$ cat config.mk
export PLATFORM = sky130hd
export DESIGN_NAME = ps2_key_mapper
export DESIGN_NICKNAME = d
export VERILOG_FILES = /design/src/rtl/turf_keys_pkg.sv /design/src/rtl/ps2_rx.sv /design/src/rtl/ps2_key_mapper.sv
export SDC_FILE = /design/constraint.sdc
export NUM_CORES = 1
export LEC_CHECK = 0
export CORE_MARGIN = 2
export CORE_UTILIZATION = 53
export DETAILED_ROUTE_END_ITERATION = 12
export PLACE_DENSITY_LB_ADDON = 0.08
export REMOVE_ABC_BUFFERS = 1
export SYNTH_ARGS = -nofsm -noshare
export SYNTH_HDL_FRONTEND = slang
export SYNTH_SLANG_ARGS = --single-unit
$ cat constraint.sdc
create_clock -name CLOCK_50 -period 2 [get_ports CLOCK_50]
set_input_delay 0.4 -clock CLOCK_50 [delete_from_list [all_inputs] [get_ports CLOCK_50]]
set_output_delay 0.4 -clock CLOCK_50 [all_outputs]
set_load 0.02 [all_outputs]
$ cat src/rtl/turf_keys_pkg.sv
// ============================================================================
// Module  : turf_keys_pkg
// Brief   : Key codes, PS/2 scancodes, receiver states and the key map lookup.
// Revision: 1.0 - initial release
// ============================================================================
`default_nettype none

package turf_keys_pkg;

  localparam logic [4:0] KEY_P1_UP    = 5'd0;
  localparam logic [4:0] KEY_P1_DOWN  = 5'd1;
  localparam logic [4:0] KEY_P1_LEFT  = 5'd2;
  localparam logic [4:0] KEY_P1_RIGHT = 5'd3;
  localparam logic [4:0] KEY_P2_UP    = 5'd4;
  localparam logic [4:0] KEY_P2_DOWN  = 5'd5;
  localparam logic [4:0] KEY_P2_LEFT  = 5'd6;
  localparam logic [4:0] KEY_P2_RIGHT = 5'd7;
  localparam logic [4:0] KEY_P3_UP    = 5'd8;
  localparam logic [4:0] KEY_P3_DOWN  = 5'd9;
  localparam logic [4:0] KEY_P3_LEFT  = 5'd10;
  localparam logic [4:0] KEY_P3_RIGHT = 5'd11;
  localparam logic [4:0] KEY_P4_UP    = 5'd12;
  localparam logic [4:0] KEY_P4_DOWN  = 5'd13;
  localparam logic [4:0] KEY_P4_LEFT  = 5'd14;
  localparam logic [4:0] KEY_P4_RIGHT = 5'd15;
  localparam logic [4:0] KEY_RESET    = 5'd16;
  localparam logic [4:0] IDLE_CODE    = 5'd31;

  localparam logic [7:0] SC_W     = 8'h1D;
  localparam logic [7:0] SC_S     = 8'h1B;
  localparam logic [7:0] SC_A     = 8'h1C;
  localparam logic [7:0] SC_D     = 8'h23;
  localparam logic [7:0] SC_I     = 8'h43;
  localparam logic [7:0] SC_K     = 8'h42;
  localparam logic [7:0] SC_J     = 8'h3B;
  localparam logic [7:0] SC_L     = 8'h4B;
  localparam logic [7:0] SC_UP    = 8'h75;
  localparam logic [7:0] SC_DOWN  = 8'h72;
  localparam logic [7:0] SC_LEFT  = 8'h6B;
  localparam logic [7:0] SC_RIGHT = 8'h74;
  localparam logic [7:0] SC_SPACE = 8'h29;
  localparam logic [7:0] SC_EXT   = 8'hE0;
  localparam logic [7:0] SC_BREAK = 8'hF0;

  typedef enum logic [1:0] {
    RX_IDLE   = 2'd0,
    RX_DATA   = 2'd1,
    RX_PARITY = 2'd2,
    RX_STOP   = 2'd3
  } rx_state_e;

  typedef struct packed {
    logic       hit;
    logic [4:0] code;
  } key_map_t;

  // Arrow keys and keypad share scancodes; only the E0 prefix separates P2 from P4.
  function automatic key_map_t map_key(input logic ext, input logic [7:0] sc);
    key_map_t m;
    m.hit  = 1'b1;
    m.code = IDLE_CODE;
    case ({ext, sc})
      {1'b0, SC_W}:     m.code = KEY_P1_UP;
      {1'b0, SC_S}:     m.code = KEY_P1_DOWN;
      {1'b0, SC_A}:     m.code = KEY_P1_LEFT;
      {1'b0, SC_D}:     m.code = KEY_P1_RIGHT;
      {1'b1, SC_UP}:    m.code = KEY_P2_UP;
      {1'b1, SC_DOWN}:  m.code = KEY_P2_DOWN;
      {1'b1, SC_LEFT}:  m.code = KEY_P2_LEFT;
      {1'b1, SC_RIGHT}: m.code = KEY_P2_RIGHT;
      {1'b0, SC_I}:     m.code = KEY_P3_UP;
      {1'b0, SC_K}:     m.code = KEY_P3_DOWN;
      {1'b0, SC_J}:     m.code = KEY_P3_LEFT;
      {1'b0, SC_L}:     m.code = KEY_P3_RIGHT;
      {1'b0, SC_UP}:    m.code = KEY_P4_UP;
      {1'b0, SC_DOWN}:  m.code = KEY_P4_DOWN;
      {1'b0, SC_LEFT}:  m.code = KEY_P4_LEFT;
      {1'b0, SC_RIGHT}: m.code = KEY_P4_RIGHT;
      {1'b0, SC_SPACE}: m.code = KEY_RESET;
      default:          m.hit  = 1'b0;
    endcase
    return m;
  endfunction

endpackage

`default_nettype wire

$ cat src/rtl/ps2_rx.sv
// ============================================================================
// Module  : ps2_rx
// Brief   : PS/2 byte receiver: synchronisers, falling-edge detect, frame FSM.
// Revision: 1.0 - initial release
// ============================================================================
`default_nettype none

module ps2_rx #(
  parameter int TIMEOUT_CYCLES = 50000
) (
  input  logic       clk_i,
  input  logic       rst_i,
  input  logic       ps2_clk_i,
  input  logic       ps2_dat_i,
  output logic [7:0] rx_byte_o,
  output logic       rx_byte_valid_o,
  output logic       rx_error_o
);
  import turf_keys_pkg::*;

  localparam int             TW       = $clog2(TIMEOUT_CYCLES + 1);
  localparam logic [TW-1:0]  TMO_LAST = TW'(TIMEOUT_CYCLES - 1);

  logic [1:0]    clk_sync_q, dat_sync_q;
  logic          clk_prev_q;
  rx_state_e     state_q, state_d;
  logic [2:0]    bit_cnt_q, bit_cnt_d;
  logic [7:0]    shift_q, shift_d;
  logic          parity_q, parity_d;
  logic [TW-1:0] tmo_q, tmo_d;
  logic          byte_valid_q, byte_valid_d;
  logic          error_q, error_d;
  logic          fall, dat;

  assign fall = clk_prev_q & ~clk_sync_q[1];
  assign dat  = dat_sync_q[1];

  // Synchronisers reset to the idle-high line level so reset never fakes an edge.
  always_ff @(posedge clk_i or posedge rst_i) begin
    if (rst_i) begin
      clk_sync_q   <= 2'b11;
      dat_sync_q   <= 2'b11;
      clk_prev_q   <= 1'b1;
      state_q      <= RX_IDLE;
      bit_cnt_q    <= 3'd0;
      shift_q      <= 8'h00;
      parity_q     <= 1'b0;
      tmo_q        <= '0;
      byte_valid_q <= 1'b0;
      error_q      <= 1'b0;
    end else begin
      clk_sync_q   <= {clk_sync_q[0], ps2_clk_i};
      dat_sync_q   <= {dat_sync_q[0], ps2_dat_i};
      clk_prev_q   <= clk_sync_q[1];
      state_q      <= state_d;
      bit_cnt_q    <= bit_cnt_d;
      shift_q      <= shift_d;
      parity_q     <= parity_d;
      tmo_q        <= tmo_d;
      byte_valid_q <= byte_valid_d;
      error_q      <= error_d;
    end
  end

  always_comb begin
    state_d      = state_q;
    bit_cnt_d    = bit_cnt_q;
    shift_d      = shift_q;
    parity_d     = parity_q;
    tmo_d        = tmo_q;
    byte_valid_d = 1'b0;
    error_d      = 1'b0;

    if (fall) begin
      case (state_q)
        RX_IDLE: begin
          if (!dat) begin
            state_d   = RX_DATA;
            bit_cnt_d = 3'd0;
          end
        end
        RX_DATA: begin
          shift_d   = {dat, shift_q[7:1]};
          bit_cnt_d = bit_cnt_q + 3'd1;
          if (bit_cnt_q == 3'd7) state_d = RX_PARITY;
        end
        RX_PARITY: begin
          parity_d = dat;
          state_d  = RX_STOP;
        end
        RX_STOP: begin
          if (dat && ((^shift_q) ^ parity_q)) byte_valid_d = 1'b1;
          else                                error_d      = 1'b1;
          state_d = RX_IDLE;
        end
        default: state_d = RX_IDLE;
      endcase
    end

    if (state_q == RX_IDLE || fall) begin
      tmo_d = '0;
    end else if (tmo_q == TMO_LAST) begin
      tmo_d   = '0;
      state_d = RX_IDLE;
      error_d = 1'b1;
    end else begin
      tmo_d = tmo_q + 1'b1;
    end
  end

  assign rx_byte_o       = shift_q;
  assign rx_byte_valid_o = byte_valid_q;
  assign rx_error_o      = error_q;

endmodule

`default_nettype wire

$ cat src/rtl/ps2_key_mapper.sv
// ============================================================================
// Module  : ps2_key_mapper
// Brief   : Decodes PS/2 make/break/extended scancodes into one-cycle key codes.
// Revision: 1.0 - initial release
// ============================================================================
`default_nettype none

module ps2_key_mapper #(
  parameter logic [4:0] IDLE_CODE      = 5'd31,
  parameter int         TIMEOUT_CYCLES = 50000
) (
  input  logic       CLOCK_50,
  input  logic       reset,
  input  logic       PS2_CLK,
  input  logic       PS2_DAT,
  output logic [4:0] KEY_PRESSED,
  output logic       key_valid,
  output logic       rx_error
);
  import turf_keys_pkg::*;

  logic [7:0] rx_byte;
  logic       rx_byte_valid;
  logic       rx_err;
  logic       ext_q, ext_d;
  logic       brk_q, brk_d;
  logic [4:0] key_q, key_d;
  logic       valid_q, valid_d;
  key_map_t   hit;

  ps2_rx #(
    .TIMEOUT_CYCLES (TIMEOUT_CYCLES)
  ) u_rx (
    .clk_i           (CLOCK_50),
    .rst_i           (reset),
    .ps2_clk_i       (PS2_CLK),
    .ps2_dat_i       (PS2_DAT),
    .rx_byte_o       (rx_byte),
    .rx_byte_valid_o (rx_byte_valid),
    .rx_error_o      (rx_err)
  );

  always_ff @(posedge CLOCK_50 or posedge reset) begin
    if (reset) begin
      ext_q   <= 1'b0;
      brk_q   <= 1'b0;
      key_q   <= IDLE_CODE;
      valid_q <= 1'b0;
    end else begin
      ext_q   <= ext_d;
      brk_q   <= brk_d;
      key_q   <= key_d;
      valid_q <= valid_d;
    end
  end

  assign hit = map_key(ext_q, rx_byte);

  // A corrupted frame may have been half of a prefixed sequence, so prefixes are dropped.
  always_comb begin
    ext_d   = ext_q;
    brk_d   = brk_q;
    key_d   = IDLE_CODE;
    valid_d = 1'b0;
    if (rx_err) begin
      ext_d = 1'b0;
      brk_d = 1'b0;
    end else if (rx_byte_valid) begin
      if (rx_byte == SC_EXT) begin
        ext_d = 1'b1;
      end else if (rx_byte == SC_BREAK) begin
        brk_d = 1'b1;
      end else begin
        ext_d = 1'b0;
        brk_d = 1'b0;
        if (!brk_q && hit.hit) begin
          key_d   = hit.code;
          valid_d = 1'b1;
        end
      end
    end
  end

  assign KEY_PRESSED = key_q;
  assign key_valid   = valid_q;
  assign rx_error    = rx_err;

endmodule

`default_nettype wire

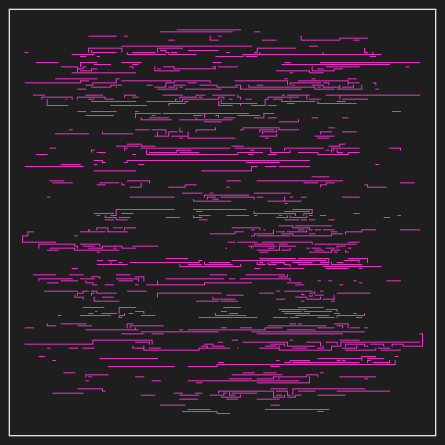
*Signal wires on met1, run 1*
(6 px per um)
wire length on this layer	2,160 um
longest straight run	30.4 um

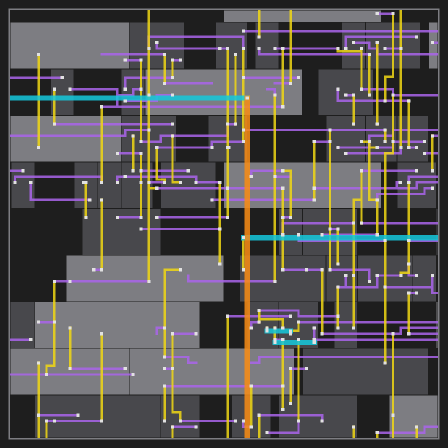
*Zoomed window, run 1*
Region (5, 41) to (30, 66) um. Cells in gray, sequential cells in the stronger gray; small squares are vias.
layer	color
metal 2	yellow
metal 1	purple
metal 3	cyan
metal 4	orange
most frequent	nor2_1 (9), nand3_1 (6), dfrtp_1 (5)
netlist names of flops here include	u_rx.tmo_q (5), u_rx.clk_sync_q (2)
sequential cells in the window	8
cells with their middle in the window	42

==> notes.md, run 1 <==
fresh numbers from the pnr run: Crit. End Element flop, clock network power share 23.4%, sequential fraction of design power 40.3%, Setup crit start kind flop, Clk pin slew, worst setup/hold paths 90 ps, Global Route Usage Sum 20.2%, first-pass GRT wire length 7950 um, Die Ht 70.8 um, Sw Ratio 35.4%, via count 1,748, final-stage net count 284, top cell type's share of synthesized area 37.0%, worst-margin pin slew 383 ps, core area 0.00432 mm2, Int Pwr 1.95 mW, gpl congestion 0.899, ys cells 237, Area growth syn-to-layout 17.5%, cts bufs inserted 5, top cells by area dfrtp_1, dfstp_2, ha_1, Registers, synthesis 45, FMAX 523 MHz, relative max-transition margin 74.4%, Async SR Flop Fraction 100%, port bufs 10, antenna viol nets, final 0, Net Sw Power 1.07 mW, Pre-Repair DR Iteration Count 4, Pleak 1.26 nW, # DRC 0, Req. time, crit path 2230 ps, cell with the most instances after synthesis dfrtp_1, Main synth FF type dfrtp_1, GR Util met1 29.2%, sequential area share after synthesis 48.1%, Max FO, Critical Path 7, Synth area leader dfrtp_1, status complete, no violations, root buffer cell clkbuf_8, Die Span X 70.8 um, met3 usage 4.70%, Hold/Removal Path Class flop to flop, Distinct lib cells used 38, Final Hold Viols 0, initial antenna violation count 0, Tool Warnings 36, FF-to-FF path depth 7, Worst Clk Skew 6.93 ps, fin crit period 1910 ps, PD cells 1090 mW/mm2, busiest metal layer after global routing met2, Max VDD drop 0.648 mV, count of library flops with an enable pin 0, final core utilization 64.3%, mean post-synth cell area 9.98 um2, CTS Sinks 45, Mapped Cells 237, final setup violating endpoints 0, Comb pwr share 36.3%, Site Rows 24, Post-Synthesis Cell Area 0.00237 mm2, CTS tree yes, Overflow after GRT 0, # H-tree levels 2, wire per inst 13.8 um, detailed placer's ending HPWL 3120 um, Post-synth top cells dfrtp_1, nor2_1, nand2_1, worst slack, placed 7.99 ps, Ys Warns 0
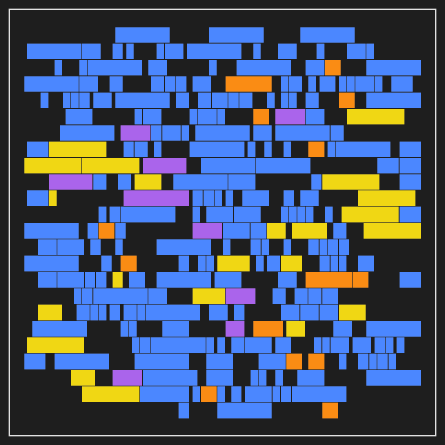
*Cell sizes after repair, run 1*
(6 px per um)
size	color	cells	share	most used
_6 and larger	purple	9	3.4%	clkbuf_8
_0 and _1 cells	blue	218	83%	dfrtp_1
_3 and _4 cells	orange	14	5.3%	buf_4
_2 cells	yellow	22	8.4%	dfstp_2
Setup WS post-layout: 86.3 ps
final instance area: 0.00278 mm2
Buffers excl. clock: 23

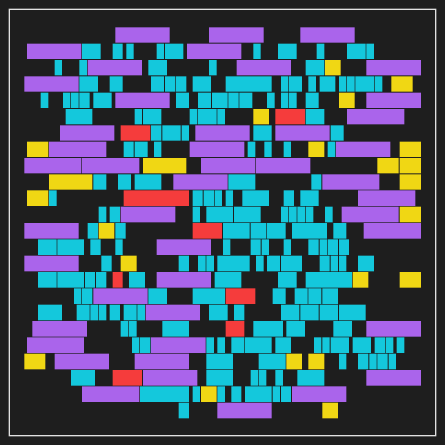
*Cell classes on the final placement, run 1*
(6 px per um)
class	color	cells	share of their area
combinational and other logic	cyan	187	46%
flops	purple	45	42%
other buffers and delay cells	yellow	23	8.2%
clock drivers and dummy loads	red	8	4.1%

[run 1: state kept, by name, indices dropped and copies added, names as in the netlist, 2 cells and up]
register	flops
u_rx.state_q	2
u_rx.rx_byte_o	8
u_rx.clk_sync_q	2
u_rx.bit_cnt_q	3
KEY_PRESSED	5
u_rx.dat_sync_q	2
u_rx.tmo_q	16
[run 1: layout by cell type, fill, tap and decap left out, types with 10 or more instances in the layout]
| master | instances |
|---|---|
| nor2_1 | 30 |
| clkdlybuf4s50_1 | 10 |
| dfrtp_1 | 35 |
| ha_1 | 16 |
| nand2_1 | 26 |
| inv_1 | 13 |
| dfstp_2 | 10 |
| buf_4 | 11 |
| nand3_1 | 15 |
| o21ai_0 | 13 |
| xor2_1 | 11 |
[run 1: logic make-up (layout without fill, tap and decap cells)]
group           count (synthesis)  after routing  share of synthesized area (%)
simple gates                  105            105                           22.3
buf+inv                        19             45                           3.65
fa+ha+maj                      18             18                           9.52
mux                             2              2                          0.952
flops                          45             45                           48.1
compound gates                 31             31                           8.57
xor+xnor                       17             17                           6.87
[run 1: timing repair]
action / in CTS / in global routing
setup buffers: 0 / 1
setup endpoints to repair: 0 / 21
resized: 0 / 10
[run 1: metal layers]
layer  share of wire [%]  vias up  wire [um]
met2                  46       33       2000
met4                 1.5        0         66
met5                   0        -          0
met3                 2.9        7        128
met1                  50      845       2160
li1                    -      863          -
[run 1: stage by stage]
step	setup TNS, ps	cell area (um2)
floorplan	0	2330
finish	0	2780
global placement	0	2610
detailed placement	0	2610
CTS	0	2730
global route	-20.2	2780
[run 1: area by class of cell]
type / instances / area, um2
Sequential cell: 45 / 1140
Timing Repair Buffer: 23 / 223
Clock inverter: 3 / 43.8
Tap cell: 52 / 65.1
Fill cell: 368 / 1540
Inverter: 14 / 52.6
Multi-Input combinational cell: 173 / 1190
Clock buffer: 5 / 68.8
[run 1: power groups by stage]
| stage | Clock (mW) | Combinational [mW] | Sequential, mW |
|---|---|---|---|
| after floorplan | 0 | 0.749 | 1.21 |
| after detailed placement | 0 | 1.04 | 1.24 |
| final | 0.705 | 1.10 | 1.22 |
| after CTS | 0.723 | 1.05 | 1.22 |
| after global routing | 0.757 | 1.26 | 1.25 |
| after global placement | 0 | 1.01 | 1.23 |
[run 1: worst paths after layout]
| check | slack [ps] | end | start |
|---|---|---|---|
| setup / recovery | 90 | KEY_PRESSED[3] | u_rx.rx_byte_o[7] |
| hold / removal | 360 | u_rx.clk_sync_q[1] | u_rx.clk_sync_q[0] |
| setup reg to reg | 90 | KEY_PRESSED[3] | u_rx.rx_byte_o[7] |
| hold reg to reg | 360 | u_rx.clk_sync_q[1] | u_rx.clk_sync_q[0] |
| max in group asynchronous | 1050 | KEY_PRESSED[3] | reset |
| min in group asynchronous | 380 | u_rx.tmo_q[7] | reset |
[run 1: worst max-delay path: stages (launching register included)]
cell and delay (ps):
dfrtp_1 400, inv_1 110, ha_1 170, nor2b_4 200, and4_1 290, nor4_4 80, a211o_1 300, or3_1 310
## Run 2: what changed since run 1
- SLEW_MARGIN: default -> 30
==> run 2 against run 1 <==
Clock power hardly changed. First-iteration DRC count stayed put. Utilization unchanged. Combinational power hardly changed. Via count did not move. Clock skew did not move. Cell count did not move. Total power is the same. Critical path type unchanged. Largest cell class unchanged.
==> notes.md, run 2 <==
fresh numbers from the pnr run: status complete, no violations, Die Ht 70.8 um, Top Layout Cells dfrtp_1, nor2_1, nand2_1, mean post-synth cell area 9.98 um2, logic area 0.00119 mm2, yosys aoi share 8.57%, simple-gate share of the synthesized area 22.3%, share of cells above drive strength 1 17.1%, core area 0.00432 mm2, CTS Sinks 45, Net Sw Power 1.07 mW, Main synth FF type dfrtp_1, Int Pwr 1.95 mW, fin crit period 1910 ps, final instance area 0.00278 mm2, Top logic family simple AND/OR/NAND/NOR gates, Crit. End Element flop, Max Buffers Root-to-Sink 2, Mux area share 0.952%, top cells by area dfrtp_1, dfstp_2, ha_1, root buffer cell clkbuf_8, Ys Warns 0, Top cell excl fill/tap dfrtp_1, Synth area leader dfrtp_1, Worst Clk Skew 6.93 ps, Post-Synthesis Cell Area 0.00237 mm2, PD cells 1090 mW/mm2, Distinct lib cells used 38, sequential fraction of design power 40.3%, final-stage net count 284, Max VDD drop 0.648 mV, Max FO, Critical Path 7, initial antenna violation count 0, max-slew violation count 0, top cell type's share of synthesized area 37.0%, gpl congestion 0.899, Clk pin slew, worst setup/hold paths 90 ps, wire per inst 13.8 um, cell with the most instances after synthesis dfrtp_1, worst hold endpoint u_rx.clk_sync_q[1], Mapped Cells 237, # DRC 0, Registers, synthesis 45, DP Area 0.00261 mm2, worst slack, placed 7.99 ps, Die Span X 70.8 um, first-pass GRT wire length 7950 um, clock network power share 23.4%, max reg flops 16, sequential cell area 0.00114 mm2, antenna viol nets, final 0, RR Endpoint KEY_PRESSED[3], worst-margin pin slew 383 ps, port bufs 10, FMAX 523 MHz, ys cells 237, Comb pwr share 36.3%, Overflow after GRT 0, detailed placer's ending HPWL 3120 um, via count 1,748, setup TNS 0 ps, Sw Ratio 35.4%, count of library flops with an enable pin 0, Setup WS post-layout 86.3 ps, antenna cells 0, Area growth syn-to-layout 17.5%, R2R Setup Slk 90 ps, Pleak 1.26 nW, Setup crit start kind flop, reg-to-reg critical path startpoint u_rx.rx_byte_o[7], final core utilization 64.3%, # H-tree levels 2, Pre-Repair DR Iteration Count 4, Global Route Usage Sum 20.2%, Adders+Majority by Area 9.52%, sequential area share after synthesis 48.1%, Async SR Flop Fraction 100%, Hold/Removal Path Class flop to flop, area fraction in xor and xnor cells 6.87%, relative max-transition margin 74.4%, Tool Warnings 36, Biggest register u_rx.tmo_q, cts bufs inserted 5, CTS tree yes, Req. time, crit path 2230 ps, Post-synth top cells dfrtp_1, nor2_1, nand2_1, final setup violating endpoints 0, hold path start u_rx.clk_sync_q[0], Site Rows 24
[run 2: cell counts after synthesis]
Identical to the previous run, type by type.
[run 2: metrics by stage]
step,cells,hold WS (ps)
3_5_place_dp,306,349
6_report,315,361
4_1_cts,314,362
2_1_floorplan,232,345
5_1_grt,315,363
3_3_place_gp,306,345
[run 2: repair_timing]
item                                    in CTS  in global routing
setup buffers                                0                  1
endpoints found under the setup margin       0                 21
gates resized                                0                 10
[run 2: logic make-up (layout without fill, tap and decap cells)]
kind of cell	Yosys count	after routing
compound gates	31	31
flops	45	45
simple gates	105	105
xor+xnor	17	17
buf+inv	19	45
mux	2	2
fa+ha+maj	18	18
[run 2: layout make-up]
cell class                      instances  area share (%)
Clock inverter                          3            1.58
Tap cell                               52            2.34
Timing Repair Buffer                   23            8.01
Inverter                               14            1.89
Sequential cell                        45            41.0
Multi-Input combinational cell        173            42.8
Clock buffer                            5            2.48
[run 2: worst max-delay path by stage]
| stage | endpoint | from | cells after the start |
|---|---|---|---|
| after floorplan | KEY_PRESSED[3] | u_rx.rx_byte_o[6] | 7 |
| after global placement | KEY_PRESSED[3] | u_rx.rx_byte_o[7] | 7 |
| after detailed placement | KEY_PRESSED[3] | u_rx.rx_byte_o[7] | 7 |
| after CTS | KEY_PRESSED[3] | u_rx.rx_byte_o[7] | 7 |
| after global routing | KEY_PRESSED[3] | u_rx.rx_byte_o[7] | 7 |
| final | KEY_PRESSED[3] | u_rx.rx_byte_o[7] | 7 |
[run 2: critical path: stages, from the launching register on]
cell and delay, ps:
dfrtp_1 400, inv_1 110, ha_1 170, nor2b_4 200, and4_1 290, nor4_4 80, a211o_1 300, or3_1 310
[run 2: metal layers]
| metal | GRT usage (%) | routed length, um | vias up |
|---|---|---|---|
| met2 | 30.5 | 2000 | 33 |
| met3 | 4.70 | 128 | 7 |
| li1 | - | - | 863 |
| met4 | 6.29 | 66 | 0 |
| met1 | 29.2 | 2160 | 845 |
| met5 | 0 | 0 | - |
[run 2: power by group through the flow]
| stage | clock network, mW | registers [mW] | logic [mW] |
|---|---|---|---|
| CTS | 0.723 | 1.22 | 1.05 |
| detailed placement | 0 | 1.24 | 1.04 |
| floorplan | 0 | 1.21 | 0.749 |
| global route | 0.757 | 1.25 | 1.26 |
| finish | 0.705 | 1.22 | 1.10 |
| global placement | 0 | 1.23 | 1.01 |
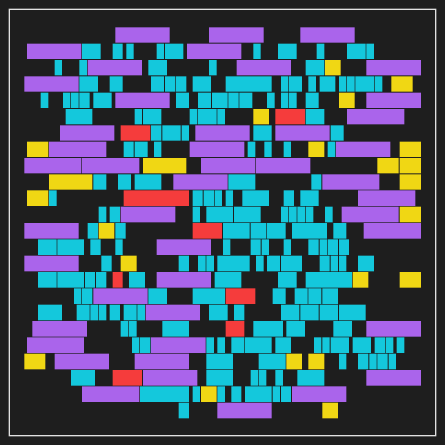
*Cell classes on the final placement, run 2*
(6 px per um)
class	color	cells	share of their area
flops	purple	45	42%
other buffers and delay cells	yellow	23	8.2%
combinational and other logic	cyan	187	46%
clock drivers and dummy loads	red	8	4.1%

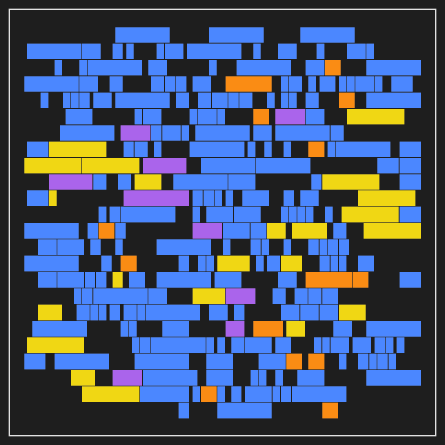
*Cell sizes after repair, run 2*
(6 px per um)
size	color	cells	share	most used
_0 and _1 cells	blue	218	83%	dfrtp_1
_2 cells	yellow	22	8.4%	dfstp_2
_6 and larger	purple	9	3.4%	clkbuf_8
_3 and _4 cells	orange	14	5.3%	buf_4

Power and IR drop assume default switching activity.
